### src/rtl/seg7_pkg.sv
// seg7_pkg: shared segment patterns, command sub-ops and FSM state type for the 7-segment controller
package seg7_pkg;
  localparam int NUM_DIGITS = 6;
  localparam logic [2:0] MAX_IDX = 3'd5;
  localparam logic [6:0] SEG7_OFF = 7'h7F;
  localparam logic [6:0] SEG7_0 = 7'h40;
  localparam logic [6:0] SEG7_1 = 7'h79;
  localparam logic [6:0] SEG7_2 = 7'h24;
  localparam logic [6:0] SEG7_3 = 7'h30;
  localparam logic [6:0] SEG7_4 = 7'h19;
  localparam logic [6:0] SEG7_5 = 7'h12;
  localparam logic [6:0] SEG7_6 = 7'h02;
  localparam logic [6:0] SEG7_7 = 7'h78;
  localparam logic [6:0] SEG7_8 = 7'h00;
  localparam logic [6:0] SEG7_9 = 7'h10;
  localparam logic [6:0] SEG7_A = 7'h08;
  localparam logic [6:0] SEG7_B = 7'h03;
  localparam logic [6:0] SEG7_C = 7'h46;
  localparam logic [6:0] SEG7_D = 7'h21;
  localparam logic [6:0] SEG7_E = 7'h06;
  localparam logic [6:0] SEG7_F = 7'h0E;
  localparam logic [2:0] OP_BLANK_ALL = 3'd0;
  localparam logic [2:0] OP_BLANK = 3'd1;
  localparam logic [2:0] OP_SET_BLINK = 3'd2;
  localparam logic [2:0] OP_RAW = 3'd3;
  typedef enum logic [1:0] {IDLE, ARG, CLR} state_t;
endpackage

### src/rtl/seg7_hex_decoder.sv
// seg7_hex_decoder: 4-bit value to active-low {g,f,e,d,c,b,a} pattern
module seg7_hex_decoder
  import seg7_pkg::*;
(
  input  logic [3:0] val,
  output logic [6:0] seg
);
  always_comb
    case (val)
      4'h0: seg = SEG7_0;
      4'h1: seg = SEG7_1;
      4'h2: seg = SEG7_2;
      4'h3: seg = SEG7_3;
      4'h4: seg = SEG7_4;
      4'h5: seg = SEG7_5;
      4'h6: seg = SEG7_6;
      4'h7: seg = SEG7_7;
      4'h8: seg = SEG7_8;
      4'h9: seg = SEG7_9;
      4'hA: seg = SEG7_A;
      4'hB: seg = SEG7_B;
      4'hC: seg = SEG7_C;
      4'hD: seg = SEG7_D;
      4'hE: seg = SEG7_E;
      default: seg = SEG7_F;
    endcase
endmodule

### src/rtl/seg7_disp_ctrl.sv
// seg7_disp_ctrl: byte-command controller for six active-low 7-segment digits with blink and blank sweep
module seg7_disp_ctrl
  import seg7_pkg::*;
#(
  parameter int BLINK_DIV_W   = 24,
  parameter int ARG_TIMEOUT_W = 16
) (
  input  logic       CLOCK_50,
  input  logic       Reset_7Seg,
  input  logic       Cmd_Valid,
  input  logic [7:0] Cmd_Byte,
  output logic       Cmd_Ready,
  output logic       Cmd_Err,
  output logic       Busy,
  output logic [6:0] Seg_0,
  output logic [6:0] Seg_1,
  output logic [6:0] Seg_2,
  output logic [6:0] Seg_3,
  output logic [6:0] Seg_4,
  output logic [6:0] Seg_5
);
  state_t state_q, state_d;
  logic raw_q, raw_d;
  logic [2:0] idx_q, idx_d;
  logic [2:0] clr_q, clr_d;
  logic [ARG_TIMEOUT_W-1:0] tmo_q, tmo_d;
  logic [BLINK_DIV_W-1:0] presc_q, presc_d;
  logic phase_q, phase_d;
  logic [NUM_DIGITS-1:0] mask_q, mask_d;
  logic err_q, err_d;
  logic [6:0] digit_q [NUM_DIGITS];
  logic [6:0] digit_d [NUM_DIGITS];
  logic [6:0] seg_q [NUM_DIGITS];
  logic [6:0] seg_d [NUM_DIGITS];
  logic [6:0] hex_seg;
  logic fire;
  logic [2:0] sub, lo;

  seg7_hex_decoder u_dec (.val(Cmd_Byte[3:0]), .seg(hex_seg));

  assign Cmd_Ready = state_q != CLR;
  assign Busy = state_q == CLR;
  assign Cmd_Err = err_q;
  assign fire = Cmd_Valid & Cmd_Ready;
  assign sub = Cmd_Byte[6:4];
  assign lo = Cmd_Byte[2:0];
  assign {Seg_5, Seg_4, Seg_3, Seg_2, Seg_1, Seg_0} = {seg_q[5], seg_q[4], seg_q[3], seg_q[2], seg_q[1], seg_q[0]};

  always_comb begin
    state_d = state_q;
    raw_d = raw_q;
    idx_d = idx_q;
    clr_d = clr_q;
    tmo_d = tmo_q;
    mask_d = mask_q;
    err_d = 1'b0;
    digit_d = digit_q;
    presc_d = presc_q + 1'b1;
    phase_d = phase_q ^ (&presc_q);
    case (state_q)
      IDLE:
        if (fire) begin
          if (!Cmd_Byte[7]) begin
            if (sub > MAX_IDX) err_d = 1'b1;
            else digit_d[sub] = hex_seg;
          end else if (sub == OP_BLANK_ALL) begin
            state_d = CLR;
            clr_d = 3'd0;
          end else if (sub == OP_SET_BLINK) begin
            state_d = ARG;
            raw_d = 1'b0;
            tmo_d = '0;
          end else if (sub > OP_RAW || lo > MAX_IDX) begin
            err_d = 1'b1;
          end else if (sub == OP_BLANK) begin
            digit_d[lo] = SEG7_OFF;
          end else begin
            state_d = ARG;
            raw_d = 1'b1;
            idx_d = lo;
            tmo_d = '0;
          end
        end
      ARG:
        if (fire) begin
          state_d = IDLE;
          if (raw_q) digit_d[idx_q] = Cmd_Byte[6:0];
          else mask_d = Cmd_Byte[NUM_DIGITS-1:0];
        end else if (&tmo_q) begin
          state_d = IDLE;
          err_d = 1'b1;
        end else begin
          tmo_d = tmo_q + 1'b1;
        end
      CLR: begin
        digit_d[clr_q] = SEG7_OFF;
        clr_d = clr_q + 1'b1;
        if (clr_q == MAX_IDX) begin
          state_d = IDLE;
          mask_d = '0;
        end
      end
      default: state_d = IDLE;
    endcase
    // phase_q high means the blink-off half period
    for (int i = 0; i < NUM_DIGITS; i++) seg_d[i] = (mask_q[i] & phase_q) ? SEG7_OFF : digit_q[i];
  end

  always_ff @(posedge CLOCK_50 or posedge Reset_7Seg)
    if (Reset_7Seg) begin
      state_q <= IDLE;
      raw_q <= 1'b0;
      idx_q <= '0;
      clr_q <= '0;
      tmo_q <= '0;
      presc_q <= '0;
      phase_q <= 1'b0;
      mask_q <= '0;
      err_q <= 1'b0;
      digit_q <= '{default: SEG7_OFF};
      seg_q <= '{default: SEG7_OFF};
    end else begin
      state_q <= state_d;
      raw_q <= raw_d;
      idx_q <= idx_d;
      clr_q <= clr_d;
      tmo_q <= tmo_d;
      presc_q <= presc_d;
      phase_q <= phase_d;
      mask_q <= mask_d;
      err_q <= err_d;
      digit_q <= digit_d;
      seg_q <= seg_d;
    end
endmodule

### config.mk
export PLATFORM = sky130hd
export DESIGN_NAME = seg7_disp_ctrl
export DESIGN_NICKNAME = d
export VERILOG_FILES = /design/src/rtl/seg7_pkg.sv /design/src/rtl/seg7_hex_decoder.sv /design/src/rtl/seg7_disp_ctrl.sv
export SDC_FILE = /design/constraint.sdc
export NUM_CORES = 1
export LEC_CHECK = 0
export CAP_MARGIN = 20
export CORE_ASPECT_RATIO = 0.8
export CORE_MARGIN = 5
export CORE_UTILIZATION = 40
export CTS_BUF_LIST = sky130_fd_sc_hd__clkbuf_2 sky130_fd_sc_hd__clkbuf_4 sky130_fd_sc_hd__clkbuf_8
export DETAILED_ROUTE_END_ITERATION = 12
export PLACE_DENSITY = 0.67
export SLEW_MARGIN = 30
export SYNTH_ARGS = -nofsm -noshare
export SYNTH_HDL_FRONTEND = slang
export SYNTH_HIERARCHICAL = 1
export SYNTH_SLANG_ARGS = --single-unit
### constraint.sdc
create_clock -name CLOCK_50 -period 4.81 [get_ports CLOCK_50]
set_clock_uncertainty 0.05 [all_clocks]
set_input_delay 0.962 -clock CLOCK_50 [delete_from_list [all_inputs] [get_ports CLOCK_50]]
set_output_delay 0.962 -clock CLOCK_50 [all_outputs]
set_load 0.1 [all_outputs]
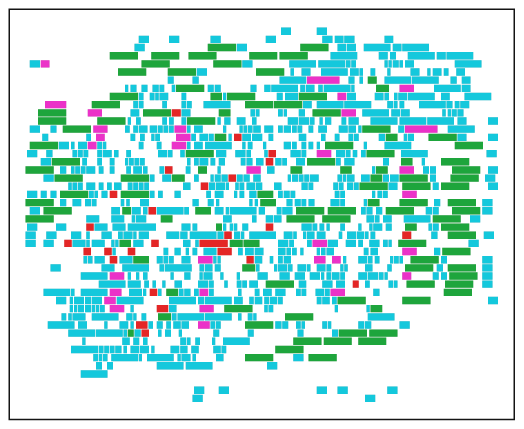
Run 1: drive-strength map
Scale: 3 px per micron.
legend:
  cyan:
    size: x1 and smaller
    cells: 726
    most_used: o21ai_0
  green:
    size: x2
    cells: 114
    most_used: dfstp_2
  red:
    size: x3 and x4
    cells: 27
    most_used: buf_4
  magenta:
    size: x6 and larger
    cells: 32
    most_used: clkbuf_8
Area Growth Syn to Fin: 16.2%
Final Instance Area: 9260 sq um
worst setup margin: 1.29 ns
bufs w/o clock: 75

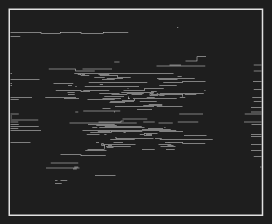
Run 1: met3 routing
Scale: 1.5 px per micron.
wire length on this layer: 1940 microns
longest straight run: 65.8 microns
share of all routed wire: 9.3%
nets with wire on the layer: 107
main direction: horizontal
M3 GR Usage: 4.53%
Via Count: 6697
final wirelength: 21.0 mm

==> flow_metrics.py, run 1 <==
# Generated from Yosys and OpenROAD reports
metrics = {
    "cells_and_area": {
        "fillers": 1852,
        "instances_no_fill": 1163,
        "layout_top_cells": "o21ai_0 (100), nand2_1 (89), dfstp_2 (84)",
    },
    "power_and_ir_drop": {
        "peakVddDrop_uv": 469,
        "powerDensity_nw_per_um2": 697,
        "p_leak_nw": 3.69,
    },
    "clocking": {
        "cts.clk_slew.worst_paths_ns": 0.10,
        "clock_sinks": 141,
        "cts_hold_buf": 0,
        "root_buffer": "clkbuf_8",
        "post_cts_buffers": 0,
        "cts_made_buffers": 17,
        "cts_tree": "yes",
        "clock_latency_ns": 0.47,
        "htreeDepth": 4,
    },
    "setup_path": {
        "required_ns": 3.80,
        "cp_max_fo": 4,
        "cp-end-kind": "output port",
        "crit_type": "reg -> out",
    },
    "global_route": {
        "grt_start_max_net_pins": 74,
        "grt_pass1_vias": 6340,
        "antenna_found_initial": 0,
        "grt_busiest_layer": "met1",
        "grt.total_usage_pct": 18.4,
    },
    "timing": {
        "min_period_ns": 3.52,
        "max_freq_mhz": 284,
        "grt_setup_unrepaired": "no",
        "tightest_slew_ns": 0.998,
        "tns_ns": 0,
        "finalMaxSlewViolations": 0,
        "finalSetupViolCount": 0,
    },
    "placed_design": {
        "io_buffers": 55,
        "globalplace.congestion": 0.887,
        "hpwl_mm": 13.9,
    },
    "yosys": {
        "topCellsByArea": "dfstp_2 (28%), dfrtp_1 (18%), o21ai_0 (6.3%)",
        "yosys_warnings": 6,
        "top_area_share_pct": 27.7,
        "netlist_area_sq_um": 7970,
        "fp_nets": 872,
        "ys_cells": 846,
        "synth_top_cell_by_area": "dfstp_2",
        "syn_area_per_cell_sq_um": 9.42,
        "ys.flop_type": "dfstp_2",
        "ys_ff": 141,
        "synthCells": 846,
    },
    "outcome": {
        "status": "completed",
    },
    "route": {
        "vias_per_cell": 5.76,
        "drt_first_pass_iters": 6,
        "detail-route-antenna-nets": 0,
        "drt_first_iter_violations": 734,
        "drt_drc_violations_left": 0,
        "wl_per_cell_microns": 18.0,
    },
    "flow_run": {
        "warnings": 36,
    },
    "hold_path": {
        "hold_path_depth": 1,
        "hp-class": "reg -> reg",
    },
    "floorplan": {
        "die_width_microns": 168,
        "die_h_microns": 136,
        "dieArea_sq_um": 22900,
        "io-pin-count": 56,
        "core_sq_um": 19700,
    },
}
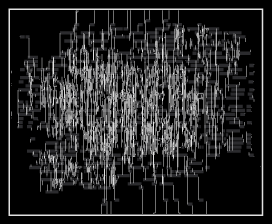
Run 1: met2 routing
Scale: 1.5 px per micron.
wire length on this layer: 8950 microns
main direction: vertical
share of all routed wire: 43%
met2 Usage GRT: 26.3%

[run 1: area by class of cell]
cell class / count / area, sq um / share of cell area, %
Tap cell: 264 / 330 / 3.57
Timing Repair Buffer: 75 / 711 / 7.67
Inverter: 18 / 75.1 / 0.811
Clock inverter: 15 / 186 / 2.01
Sequential cell: 141 / 3630 / 39.2
Clock buffer: 17 / 234 / 2.53
Multi-Input combinational cell: 633 / 4090 / 44.2
[run 1: cell families after synthesis]
logic type,after synthesis,share of synthesized area [%]
simple gates,283,18.6
compound gates,264,20.9
flops,141,45.6
buf+inv,72,3.67
mux,41,5.57
xor+xnor,30,3.30
fa+ha+maj,15,2.35
[run 1: metrics by stage]
| stage | instance area, sq um | util, % | setup WS (ns) | hold slack (ns) | power, W |
|---|---|---|---|---|---|
| 2_1_floorplan | 7970 | - | 0.156 | 0.387 | 0.00467 |
| 3_3_place_gp | 8800 | 44.6 | 1.10 | 0.403 | 0.00537 |
| 3_5_place_dp | 8800 | 44.6 | 0.991 | 0.410 | 0.00541 |
| 4_1_cts | 9220 | 46.7 | 1.27 | 0.427 | 0.00646 |
| 5_1_grt | 9260 | 46.9 | 1.22 | 0.440 | 0.00681 |
| 6_report | 9260 | 46.9 | 1.29 | 0.423 | 0.00645 |
[run 1: power breakdown]
group	internal (W)	total (W)	switching (W)	leakage (nW)
Clock	0.000489	0.00103	0.000541	0.216
Sequential	0.00181	0.00215	0.000339	1.63
Combinational	0.000996	0.00328	0.00228	1.85
Total	0.00329	0.00645	0.00316	3.69
[run 1: worst max-delay path, cell delays in order (launching register included)]
cell and delay (ns):
dfrtp_1 0.38, inv_1 0.09, ha_1 0.21, inv_1 0.19
clkdlybuf4s50_1 1.18
[run 1: Yosys cell counts (8+ instances only)]
cell       number
clkbuf_1       45
nand2b_1       50
mux2i_1        26
nand2_1        89
o211ai_1       18
a21oi_1        62
mux2_2         14
inv_1          17
nor2b_1         9
nand3_1        25
xnor2_1        25
a2bb2oi_1      18
dfstp_2        84
nor3_1          8
a31oi_1         9
nor4_1          9
a211o_1        11
nor2_1         36
nand4_1        13
dfrtp_1        57
o22a_1         13
o21ai_0       101
ha_1           15
[run 1: worst paths after layout]
path / start / endpoint / slack [ns]
max: state_q[0]$_DFFE_PP0P_ / Cmd_Ready / 1.29
min: presc_q[20]$_DFF_PP0_ / presc_q[20]$_DFF_PP0_ / 0.42
max reg2reg: state_q[1]$_DFFE_PP0P_ / tmo_q[13]$_DFFE_PP0P_ / 1.52
min reg2reg: presc_q[20]$_DFF_PP0_ / presc_q[20]$_DFF_PP0_ / 0.42
max in group asynchronous: Reset_7Seg / asynchronous set/reset pin / 2.99
min in group asynchronous: Reset_7Seg / mask_q[0]$_DFFE_PP0P_ / 0.91
[run 1: per-layer routing]
metal | vias to the layer above | part of all wire [%]
met2 | 283 | 43
met3 | 27 | 9.3
met5 | - | 0
met4 | 0 | 1.3
li1 | 3139 | -
met1 | 3248 | 47
==> inputs of run 2 (changes only) <==
--- a/config.mk
+++ b/config.mk
@@ -11,7 +11,7 @@
 export CORE_UTILIZATION = 40
 export CTS_BUF_LIST = sky130_fd_sc_hd__clkbuf_2 sky130_fd_sc_hd__clkbuf_4 sky130_fd_sc_hd__clkbuf_8
 export DETAILED_ROUTE_END_ITERATION = 12
-export PLACE_DENSITY = 0.67
+export PLACE_DENSITY = 0.65
 export SLEW_MARGIN = 30
 export SYNTH_ARGS = -nofsm -noshare
 export SYNTH_HDL_FRONTEND = slang
==> constraint.sdc (replaced) <==
create_clock -name CLOCK_50 -period 3.5 [get_ports CLOCK_50]
set_clock_uncertainty 0.05 [all_clocks]
set_input_delay 0.7 -clock CLOCK_50 [delete_from_list [all_inputs] [get_ports CLOCK_50]]
set_output_delay 0.7 -clock CLOCK_50 [all_outputs]
set_load 0.1 [all_outputs]
==> run 2 against run 1 <==
Register-to-register slack lost 0.65 ns. Non-clock buffer count is 22 higher. Area after synthesis stayed put. Sequential power rose by 37%. Global-route usage rose by 0.20 points. Cell count is 1.9% higher. Core utilization is 0.057 points lower. Highest routed layer unchanged.
==> flow_metrics.py, run 2 <==
# Generated from Yosys and OpenROAD reports
metrics = {
    "yosys": {
        "synthCells": 846,
        "aoi_share_pct": 20.9,
        "ys_sh_xor_pct": 3.30,
        "edf_count": 0,
        "ys_cells": 846,
        "synth_top_cell_by_area": "dfstp_2",
        "top_area_share_pct": 27.7,
        "synth-simple-area-share_pct": 18.6,
        "ys.flop_type": "dfstp_2",
        "yosys_warnings": 6,
        "common_cells": "o21ai_0 (101), nand2_1 (89), dfstp_2 (84)",
        "ys_sh_mux_pct": 5.57,
        "yosysMostFrequentCell": "o21ai_0",
        "topCellsByArea": "dfstp_2 (28%), dfrtp_1 (18%), o21ai_0 (6.3%)",
        "topCombFamilyByArea": "AND-OR/OR-AND gates",
        "yosys.area_share.adder_pct": 2.35,
        "syn_area_per_cell_sq_um": 9.42,
        "netlist_area_sq_um": 7970,
        "fp_nets": 872,
        "ys_ff": 141,
    },
    "floorplan": {
        "core_sq_um": 19700,
        "die_h_microns": 136,
        "dieArea_sq_um": 22900,
        "io-pin-count": 56,
        "die_width_microns": 168,
    },
    "timing": {
        "tightest_slew_ns": 0.965,
        "tns_ns": 0,
        "grt_setup_unrepaired": "no",
        "max_freq_mhz": 365,
        "fin_ws_ns": 0.757,
        "finalMaxSlewViolations": 0,
        "finalSetupViolCount": 0,
        "min_period_ns": 2.74,
    },
    "global_route": {
        "grt.total_usage_pct": 18.6,
        "antenna_found_initial": 0,
        "grt_start_max_net_pins": 142,
        "grt_pass1_vias": 6232,
    },
    "clocking": {
        "clock_sinks": 141,
        "cts_tree": "yes",
        "post_cts_buffers": 0,
        "cts_hold_buf": 0,
        "root_buffer": "clkbuf_8",
        "cts.clk_slew.worst_paths_ns": 0.08,
        "clock_latency_ns": 0.46,
        "cts_made_buffers": 17,
        "htreeDepth": 4,
    },
    "hold_path": {
        "hold_path_depth": 1,
        "min_to": "presc_q[0]$_DFF_PP0_",
        "worstHoldStart": "presc_q[0]$_DFF_PP0_",
        "hp-class": "reg -> reg",
    },
    "cells_and_area": {
        "nNetsFinal": 934,
        "layout_top_cells": "o21ai_0 (100), nand2_1 (89), dfstp_2 (84), buf_4 (84), a21oi_1 (62)",
        "fillers": 1899,
        "drive_gt1_share_pct": 25.0,
        "area_growth_pct": 16.0,
    },
    "route": {
        "drt_first_pass_iters": 6,
        "detail-route-antenna-nets": 0,
        "drt-met1-wl_mm": 9.92,
        "drt_first_iter_violations": 811,
        "wl_met2_mm": 9.10,
        "vias_per_cell": 5.64,
        "dr.max_layer_used": "met4",
        "wl_per_cell_microns": 17.9,
        "met3_length_mm": 1.85,
        "drt_drc_violations_left": 0,
    },
    "placed_design": {
        "hpwl_mm": 14.0,
        "dp_slack_ns": 0.203,
        "globalplace.congestion": 0.887,
        "io_buffers": 55,
    },
    "setup_path": {
        "cp-end-kind": "flop",
        "r2r_start": "state_q[0]$_DFFE_PP0P_",
        "required_ns": 3.81,
        "cp-startpoint": "Cmd_Byte[1]",
        "cp_max_fo": 6,
        "crit_type": "in -> reg",
    },
    "power_and_ir_drop": {
        "p_leak_nw": 3.83,
        "powerDensity_nw_per_um2": 946,
        "report.power.total_w": 0.00875,
        "peakVddDrop_uv": 610,
    },
    "outcome": {
        "status": "completed",
    },
    "flow_run": {
        "warnings": 38,
    },
}
[run 2: logic make-up (layout without fill, tap and decap cells)]
family,after synthesis,after routing
xor+xnor,30,30
mux,41,41
fa+ha+maj,15,15
compound gates,264,264
simple gates,283,283
flops,141,141
buf+inv,72,147
[run 2: cell type report]
class	instances	area [sq um]	share of cell area [%]
inverters	18	73.8	0.798
repair buffers	97	781	8.44
well taps	264	330	3.57
multi-input cells	633	4060	43.8
flip-flops and latches	141	3630	39.3
clock inverters	12	120	1.30
clock buffers	20	256	2.77
[run 2: worst max path at each step]
stage	endpoint	slack, ns	depth (start not counted)
after detailed placement	flop	0.20	8
final	flop	0.76	10
after CTS	flop	0.69	9
after floorplan	mask_q[0]$_DFFE_PP0P_	0.33	8
after global placement	flop	0.25	8
after global routing	flop	0.56	10
[run 2: critical path: stages]
cell and delay, ns:
clkdlybuf4s50_1 0.46, inv_1 0.16, ha_1 0.22, and2b_2 0.23
or3b_1 0.36, o21ai_1 0.37, nand2_1 0.10, a2bb2oi_1 0.16
o21ai_0 0.08, o21ai_0 0.20
[run 2: report_power, final]
| part | internal, W | switching, W | total (W) |
|---|---|---|---|
| Clock | 0.000650 | 0.000653 | 0.00130 |
| Sequential | 0.00248 | 0.000463 | 0.00295 |
| Combinational | 0.00137 | 0.00313 | 0.00450 |
[run 2: per-layer routing]
metal | up-vias | GRT usage, %
met1 | 3210 | 27.9
met4 | 0 | 5.09
li1 | 3175 | -
met5 | - | 0
met2 | 270 | 26.5
met3 | 27 | 4.39
[run 2: per-stage QoR]
| step | util (%) | hold slack (ns) | area, sq um |
|---|---|---|---|
| finish | 46.9 | 0.418 | 9250 |
| global route | 46.9 | 0.425 | 9250 |
| CTS | 46.8 | 0.422 | 9240 |
| detailed placement | 44.9 | 0.408 | 8870 |
| global placement | 44.9 | 0.404 | 8870 |
| floorplan | - | 0.387 | 7980 |
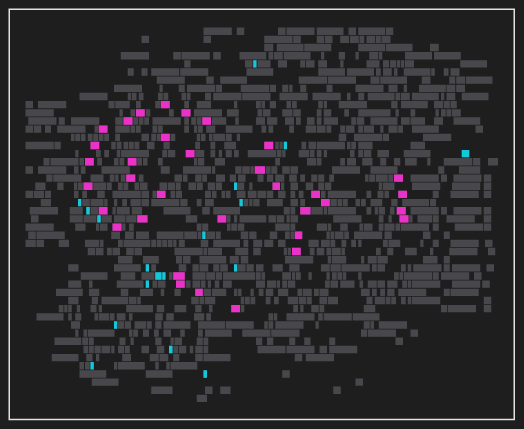
Run 2: logic cells by family
Scale: 3 px per micron.
legend:
  cyan:
    family: inv cells
    cells: 18
    most_used: inv_1
  magenta:
    family: non-inverting ao/oa cells
    cells: 34
    most_used: o22a_1
Final Non-Filler Cells: 1185
logic share of the area: 43.8%

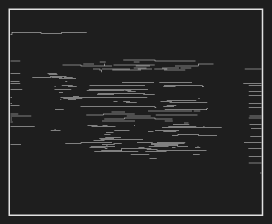
Run 2: met3 routing
Scale: 1.5 px per micron.
longest straight run: 57.5 microns
wire length on this layer: 1850 microns
share of all routed wire: 8.7%
nets with wire on the layer: 106
main direction: horizontal
Via Count: 6682
M3 GR Usage: 4.39%
final wirelength: 21.2 mm

No activity file was given, so power comes from the tool's default toggle rates.
